--- config.mk ---
export PLATFORM = sky130hd
export DESIGN_NAME = parking_gate_ctrl
export DESIGN_NICKNAME = d
export VERILOG_FILES = /design/src/rtl/parking_gate_ctrl.sv
export SDC_FILE = /design/constraint.sdc
export NUM_CORES = 1
export LEC_CHECK = 0
export ABC_CLOCK_PERIOD_IN_PS = 1500
export CAP_MARGIN = 10
export CORE_AREA = 2 2 39 41
export CTS_CLUSTER_DIAMETER = 200
export DETAILED_ROUTE_END_ITERATION = 6
export DIE_AREA = 0 0 41 43
export GPL_ROUTABILITY_DRIVEN = 0
export PLACE_DENSITY_LB_ADDON = 0.08
export SYNTH_ARGS = -nofsm -noshare
export SYNTH_HDL_FRONTEND = slang
export SYNTH_SLANG_ARGS = --single-unit
--- constraint.sdc ---
create_clock -name clk -period 1.5 [get_ports clk]
set_input_delay 0.225 -clock clk [delete_from_list [all_inputs] [get_ports clk]]
set_output_delay 0.225 -clock clk [all_outputs]
set_load 0.01 [all_outputs]
--- src/rtl/parking_gate_ctrl.sv ---
// Parking-lot gate access controller: PIN entry, wrong-PIN alarm and tailgate block.
// Outputs are registered and decoded from the next state, so they follow the state on the same edge.
module parking_gate_ctrl #(
    parameter logic [7:0] PASSWORD  = 8'b00101010,
    parameter int         MAX_TRIES = 3
) (
    input  logic       clk,
    input  logic       reset,
    input  logic       sensor_arrival,
    input  logic       sensor_parked,
    input  logic [7:0] P,
    input  logic       p_enter,
    output logic       G_O,
    output logic       G_C,
    output logic       B,
    output logic       A_B,
    output logic       A_P
);

    localparam int CW = $clog2(MAX_TRIES + 1);
    localparam logic [CW-1:0] MAX_CNT = CW'(MAX_TRIES);

    typedef enum logic [2:0] {
        IDLE,
        PIN_WAIT,
        OPEN,
        PIN_ALARM,
        BLOCK
    } state_t;

    state_t          r_state;
    state_t          w_state_nxt;
    logic [CW-1:0]   r_cnt;
    logic [CW-1:0]   w_cnt_nxt;
    logic [CW-1:0]   w_cnt_inc;
    logic            r_p_enter_q;
    logic            w_enter;
    logic            w_correct;
    logic            w_both;

    assign w_enter   = p_enter & ~r_p_enter_q;
    assign w_correct = (P == PASSWORD);
    assign w_both    = sensor_arrival & sensor_parked;
    assign w_cnt_inc = (r_cnt < MAX_CNT) ? r_cnt + 1'b1 : r_cnt;

    // NOTE: every output of this block gets a default first so no path leaves a latch behind.
    always_comb begin
        w_state_nxt = r_state;
        w_cnt_nxt   = r_cnt;
        unique case (r_state)
            IDLE: begin
                if (w_both)              w_state_nxt = BLOCK;
                else if (sensor_arrival) w_state_nxt = PIN_WAIT;
            end
            PIN_WAIT: begin
                if (w_both) begin
                    w_state_nxt = BLOCK;
                end else if (w_enter && w_correct) begin
                    w_state_nxt = OPEN;
                    w_cnt_nxt   = '0;
                end else if (w_enter) begin
                    w_cnt_nxt = w_cnt_inc;
                    if (w_cnt_inc == MAX_CNT) w_state_nxt = PIN_ALARM;
                end else if (!sensor_arrival) begin
                    w_state_nxt = IDLE;
                end
            end
            PIN_ALARM: begin
                // The alarm is sticky: only a correct PIN (or reset) releases it.
                if (w_both) begin
                    w_state_nxt = BLOCK;
                end else if (w_enter && w_correct) begin
                    w_state_nxt = OPEN;
                    w_cnt_nxt   = '0;
                end else if (w_enter) begin
                    w_cnt_nxt = w_cnt_inc;
                end
            end
            OPEN: begin
                if (w_both)                                w_state_nxt = BLOCK;
                else if (sensor_parked && !sensor_arrival) w_state_nxt = IDLE;
            end
            BLOCK: begin
                if (w_enter && w_correct) w_state_nxt = IDLE;
            end
            default: w_state_nxt = IDLE;
        endcase
        if (w_state_nxt == IDLE) w_cnt_nxt = '0;
    end

    // NOTE: sequential state uses non-blocking assignments so all registers update from pre-edge values.
    always_ff @(posedge clk) begin
        if (!reset) begin
            r_state     <= IDLE;
            r_cnt       <= '0;
            r_p_enter_q <= 1'b0;
            G_O         <= 1'b0;
            G_C         <= 1'b1;
            B           <= 1'b0;
            A_B         <= 1'b0;
            A_P         <= 1'b0;
        end else begin
            r_state     <= w_state_nxt;
            r_cnt       <= w_cnt_nxt;
            r_p_enter_q <= p_enter;
            G_O         <= (w_state_nxt == OPEN);
            G_C         <= (w_state_nxt != OPEN);
            B           <= (w_state_nxt == BLOCK);
            A_B         <= (w_state_nxt == BLOCK);
            A_P         <= (w_state_nxt == PIN_ALARM);
        end
    end

endmodule

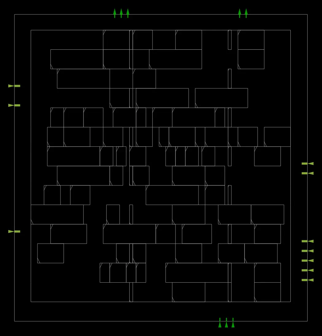
(run_1/placement.png)
Fillers: 140
Core ar.: 1384 um2
Layout Utilization: 53.35%

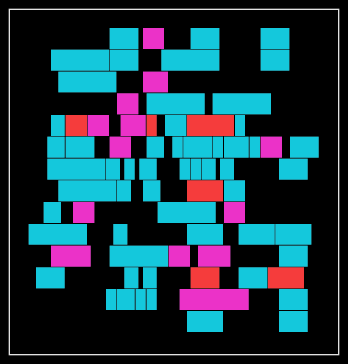
(run_1/sizes.png)
(8 px per um)
legend:
  red:
    size: _2 cells
    cells: 6
    share: 8.1%
  cyan:
    size: _0 and _1 cells
    cells: 55
    share: 74%
  magenta:
    size: _3 and _4 cells
    cells: 13
    share: 18%

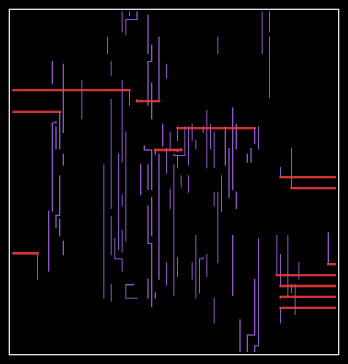
(run_1/wires.png)
(8 px per um) Only two layers are drawn.
legend:
  red:
    layer: metal 3
    wire_length: 79.5 um
  purple:
    layer: metal 2
    wire_length: 459 um

==> run notes, run 1 <==
run metrics: clk pwr 170 uW, clk buf depth 2, CP max-delay cell clkdlybuf4s50_1, Crit Path Class input pin to register, Worst R2R End G_O$_SDFF_PN0_, clock power share 30.5%, Logic pwr share 19.1%, clk_lat worst skew 0.25 ns, wire per inst 11.30 um, status finished clean, Most Crowded Layer GR met2, fraction of area in multi-input gates 35.08%, most frequent cells in the layout clkdlybuf4s50_1 (13), dfxtp_1 (10), a21oi_1 (6), Internal Power 431.5 uW, synthesis-stage register bit count 10, Post-Syn Area 485.5 um2, CTS tree yes, Biggest consumer sequential cells, met3 GRT Util 4.712%, most instantiated logic cell after routing clkdlybuf4s50_1, H-tree depth 1, WL final 1017 um, Multi-In Gates 34, RSZ-0062 raised after global routing no, comb area leader simple AND/OR/NAND/NOR gates, hold slack 0.5166 ns, post-synthesis adder-cell area fraction 0%, met3 routed WL 79 um, Hold Path Cell Cnt 5, largest net degree at the start of global routing 7, TNS Setup 0 ns, Worst IR Drop VDD 0.4899 mV, Ant. Diodes 0, Worst Hold Launch P[7], Pwr Total 557.8 uW, Seq pwr share 50.3%, sequential cell area share 27.12%, crit-path cells clkdlybuf4s50_1 -> nor2b_4 -> o311a_1 -> a32oi_2 -> or2_4 -> inv_2 -> and2_4, routed vias 443
==> run 1: Yosys cell counts, drive strengths merged <==
cell | instances | share of area [%]
o311a | 1 | 2.1
nand2 | 2 | 1.5
a31oi | 1 | 1.3
dfxtp | 10 | 41
nor4b | 1 | 4.9
o22ai | 1 | 1.3
and3 | 3 | 5.2
and3b | 1 | 1.8
nand4 | 1 | 1.3
buf | 1 | 1.5
a211oi | 2 | 4.1
a32oi | 1 | 3.4
a21oi | 6 | 6.2
and4bb | 1 | 2.6
nor2 | 4 | 3.1
o211ai | 1 | 1.5
or2 | 1 | 1.8
inv | 5 | 3.9
and2 | 3 | 4.4
nor2b | 1 | 2.8
nand3 | 2 | 3.1
nor3 | 1 | 1.0
## Run 2: what changed since run 1
--- a/config.mk
+++ b/config.mk
@@ -5,12 +5,12 @@
 export SDC_FILE = /design/constraint.sdc
 export NUM_CORES = 1
 export LEC_CHECK = 0
-export ABC_CLOCK_PERIOD_IN_PS = 1500
+export ABC_CLOCK_PERIOD_IN_PS = 1200
 export CAP_MARGIN = 10
-export CORE_AREA = 2 2 39 41
+export CORE_AREA = 2 2 40 42
 export CTS_CLUSTER_DIAMETER = 200
 export DETAILED_ROUTE_END_ITERATION = 6
-export DIE_AREA = 0 0 41 43
+export DIE_AREA = 0 0 42 44
 export GPL_ROUTABILITY_DRIVEN = 0
 export PLACE_DENSITY_LB_ADDON = 0.08
 export SYNTH_ARGS = -nofsm -noshare
==> constraint.sdc (replaced) <==
create_clock -name clk -period 1.2 [get_ports clk]
set_input_delay 0.18 -clock clk [delete_from_list [all_inputs] [get_ports clk]]
set_output_delay 0.18 -clock clk [all_outputs]
set_load 0.01 [all_outputs]
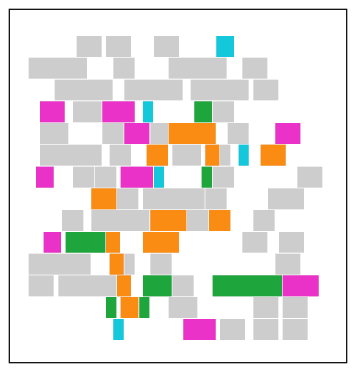
(run_2/logic_types.png)
(8 px per um)
legend:
  green:
    family: nor cells
    cells: 7
    most_used: nor2_1
  magenta:
    family: and/or cells
    cells: 9
    most_used: and3_4
  cyan:
    family: inv cells
    cells: 5
    most_used: inv_1
  orange:
    family: aoi and oai cells
    cells: 12
    most_used: a21oi_1

==> run 2 against run 1 <==
The run now ends with setup timing left. Die size up 4.8%. Non-clock buffer count up 7. Hold slack lost 0.24 ns. Total power grew 28%. Synthesized area stayed put. Sequential share of layout area fell by 1.8 points. Count of clock-buffer cells in the layout stayed put. Via count rose by 13%. First-iteration DRC count down 53%. Wire length rose by 14%. Cell area increased by 9.2%.
==> run notes, run 2 <==
run metrics: hold slack 0.2760 ns, final setup vio count 4, clock-pin slew on the worst setup and hold paths 0.06 ns, flip-flops with a built-in enable 0, Synth Flop Type dfxtp_1, Layout Utilization 56.79%, Rows 14, Worst Hold Launch p_enter, commonest cells in the netlist dfxtp_1 (10), a21oi_1 (6), inv_1 (4), nor2_1 (4), die x size 42 um, Worst IR Drop VDD 0.5380 mV, count leader, synth dfxtp_1, Multi-In Gates 34, synthesis-stage register bit count 10, largest net degree at the start of global routing 6, GRT Total Usage 15.12%, fraction of area in multi-input gates 36.49%, Top reg by flops r_state, Ant. Diodes 0, failing checks setup timing, most frequent cells in the layout dlygate4sd2_1 (15), buf_4 (12), dfxtp_1 (7), Crit Path Class register to register, final worst setup slack -0.07897 ns, min Tclk post-route 1.279 ns, Post-Syn Area 485.5 um2, GRT Residual Overflow 0, routed vias 502, CTS tree yes, die area 1848 um2, Synth cell types 28, wire per inst 12.00 um, Fillers 148, comb area leader simple AND/OR/NAND/NOR gates, Core ar. 1419 um2, most instantiated logic cell after routing dlygate4sd2_1, area leader, netlist dfxtp_1, Slew HR 84.23%, CTS buffer count 3, Pwr Density 888.8 nW/um2, Top cell area share 41.24%, Post-Synth XOR/XNOR Area 0%, status finished with violations, Worst R2R End A_P$_SDFF_PN0_, Hold Path Cell Cnt 2, Top class by area multi-input combinational cells, CP peak stage delay 0.34 ns, top cells, area dfxtp_1 (41%), a21oi_1 (6.2%), nor4b_4 (4.9%), CTS Sinks 10, post-synthesis adder-cell area fraction 0%, sequential cell area share 25.31%, clk_lat worst skew 0.25 ns, RSZ-0062 raised after global routing yes, CP max-delay cell dfxtp_2, clk buf depth 2, H-tree depth 1
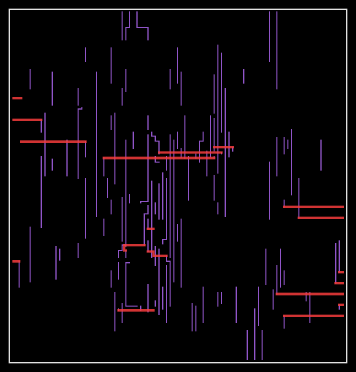
(run_2/wires.png)
(8 px per um) Only two layers are drawn.
legend:
  purple:
    layer: metal 2
    wire_length: 518 um
  red:
    layer: metal 3
    wire_length: 78.5 um

## run 2: cell counts after synthesis
Identical to the previous run, type by type.
## run 2: stage by stage
step                cells  setup slack (ns)  area [um2]  setup TNS, ns
detailed placement     92           -0.5425       744.5         -3.645
global placement       92           -0.5398       744.5         -3.597
CTS                    96           -0.1050       775.7        -0.2011
global route           97           -0.1610       805.8        -0.6289
floorplan              50          -0.03281       486.7       -0.04120
finish                 97          -0.07897       805.8        -0.1776
## run 2: where the power goes
part           internal [uW]  switching (uW)
sequential               343            6.52
clock                    115            96.7
combinational           87.8            67.2
## run 2: routing by layer
metal  track usage [%]  vias to the layer above
li1                  -                      245
met1             17.51                      228
met2             25.94                       25
met3             2.917                        4
met4             9.032                        0
met5                 0                        -
## Run 3: what changed since run 2
--- a/config.mk
+++ b/config.mk
@@ -7,10 +7,11 @@
 export LEC_CHECK = 0
 export ABC_CLOCK_PERIOD_IN_PS = 1200
 export CAP_MARGIN = 10
-export CORE_AREA = 2 2 40 42
+export CORE_AREA = 2 2 39 41
+export CTS_BUF_LIST = sky130_fd_sc_hd__clkbuf_4 sky130_fd_sc_hd__clkbuf_8
 export CTS_CLUSTER_DIAMETER = 200
 export DETAILED_ROUTE_END_ITERATION = 6
-export DIE_AREA = 0 0 42 44
+export DIE_AREA = 0 0 41 43
 export GPL_ROUTABILITY_DRIVEN = 0
 export PLACE_DENSITY_LB_ADDON = 0.08
 export SYNTH_ARGS = -nofsm -noshare
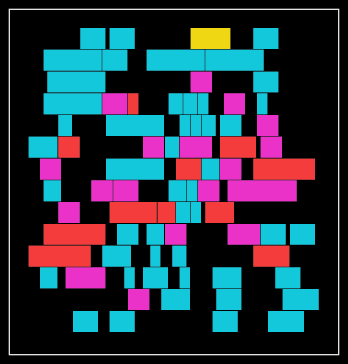
(run_3/sizes.png)
(8 px per um)
legend:
  cyan:
    size: _0 and _1 cells
    cells: 49
    share: 62%
  magenta:
    size: _3 and _4 cells
    cells: 18
    share: 23%
  red:
    size: _2 cells
    cells: 11
    share: 14%
  yellow:
    size: _6 and larger
    cells: 1
    share: 1.3%

==> run 3 against run 2 <==
The flow still finishes with violations (setup timing). Utilization fell by 0.64 points. Via count fell by 3.0%. Combinational power shrank about 10%. Flip-flop count did not move. First-iteration DRC count fell by 71%. Synthesized cell count unchanged. Maximum frequency rose by 0.90%. Clock power up 41%. Non-clock buffer count shrank 3. Clock skew increased by 0.0025 ns. Critical path type unchanged. Largest cell class unchanged.
==> run notes, run 3 <==
run metrics: wire length on met1 442 um, GRT Total Usage 15.86%, Top reg by flops r_state, Switching Fraction 22.93%, RSZ-0062 raised after global routing yes, Synth cell types 28, ys async rst share 0%, area leader, netlist dfxtp_1, CTS Sinks 10, final setup vio count 2, Fillers 140, clock-pin slew on the worst setup and hold paths 0.06 ns, CP peak stage delay 0.34 ns, Hold Path Cell Cnt 2, clk pwr 299 uW, Core ar. 1384 um2, Layout Utilization 56.15%, hold slack 0.2684 ns, crit-path cells nor2b_4 -> o311a_1 -> a32oi_2 -> or2_4 -> inv_2 -> and2_4, clk buf depth 2, met3 GRT Util 7.853%, CTS buffer count 3, top cells, area dfxtp_1 (41%), a21oi_1 (6.2%), nor4b_4 (4.9%), Most Crowded Layer GR met2, die area 1763 um2, largest net degree at the start of global routing 7, clock power share 38.0%, most frequent cells in the layout dlygate4sd2_1 (12), buf_4 (9), dfxtp_1 (7), Worst R2R End A_P$_SDFF_PN0_, synthesis-stage register bit count 10, sequential power 349 uW, Worst Hold Launch p_enter, routed vias 487, count leader, synth dfxtp_1, met3 routed WL 79 um, Placement Setup Slack -0.5220 ns, Rows 14, Worst IR Drop VDD 0.6127 mV, most instantiated logic cell after routing dlygate4sd2_1, min Tclk post-route 1.268 ns, final worst setup slack -0.06760 ns, Slew HR 84.13%, Top cell area share 41.24%, met1 usage 19.02%, met2 GRT Util 24.38%, Synth Flop Type dfxtp_1, Post-Syn Area 485.5 um2, status finished with violations, WL final 1085 um, wire per inst 11.42 um, Ant. Diodes 0, clk_lat worst skew 0.27 ns, flip-flops with a built-in enable 0, Crit Path Class register to register, Pwr Total 787.1 uW, Pwr Density 1013 nW/um2, Seq pwr share 44.4%, commonest cells in the netlist dfxtp_1 (10), a21oi_1 (6), inv_1 (4), nor2_1 (4), Logic power comb 138 uW, DP Cell Count 90, failing checks setup timing, CTS tree yes, CP max-delay cell dfxtp_2, final instance area 777.0 um2, DP Area 729.5 um2
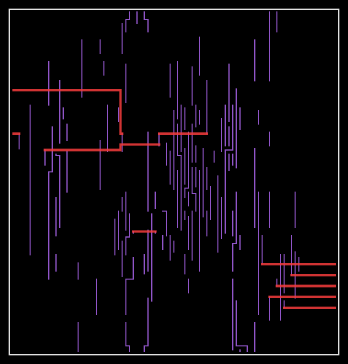
(run_3/wires.png)
(8 px per um) Only two layers are drawn.
legend:
  purple:
    layer: metal 2
    wire_length: 563 um
  red:
    layer: metal 3
    wire_length: 79.6 um

## run 3: layout make-up
cell class | instances | area (um2) | area share (%)
inverter | 5 | 18.77 | 2.415
clock buffer | 4 | 36.28 | 4.670
multi-input combinational | 34 | 270.3 | 34.78
tap | 16 | 20.02 | 2.576
sequential | 10 | 203.9 | 26.25
timing repair buffer | 26 | 227.7 | 29.31
## run 3: kinds of logic after synthesis
kind of cell | Yosys count | share of synthesized area [%]
AND/OR/NAND/NOR | 21 | 33.50
AND-OR/OR-AND | 13 | 19.85
flip-flops | 10 | 41.24
buffers and inverters | 6 | 5.411
## run 3: worst max-delay path, delay by kind of cell (launching register included)
kind / cells / cell delay (ns)
AND-OR/OR-AND: 2 / 0.47
flip-flops: 1 / 0.34
buffers and inverters: 1 / 0.03
AND/OR/NAND/NOR: 3 / 0.33
Power figures rest on the tool's default switching activity, not on a simulated workload.
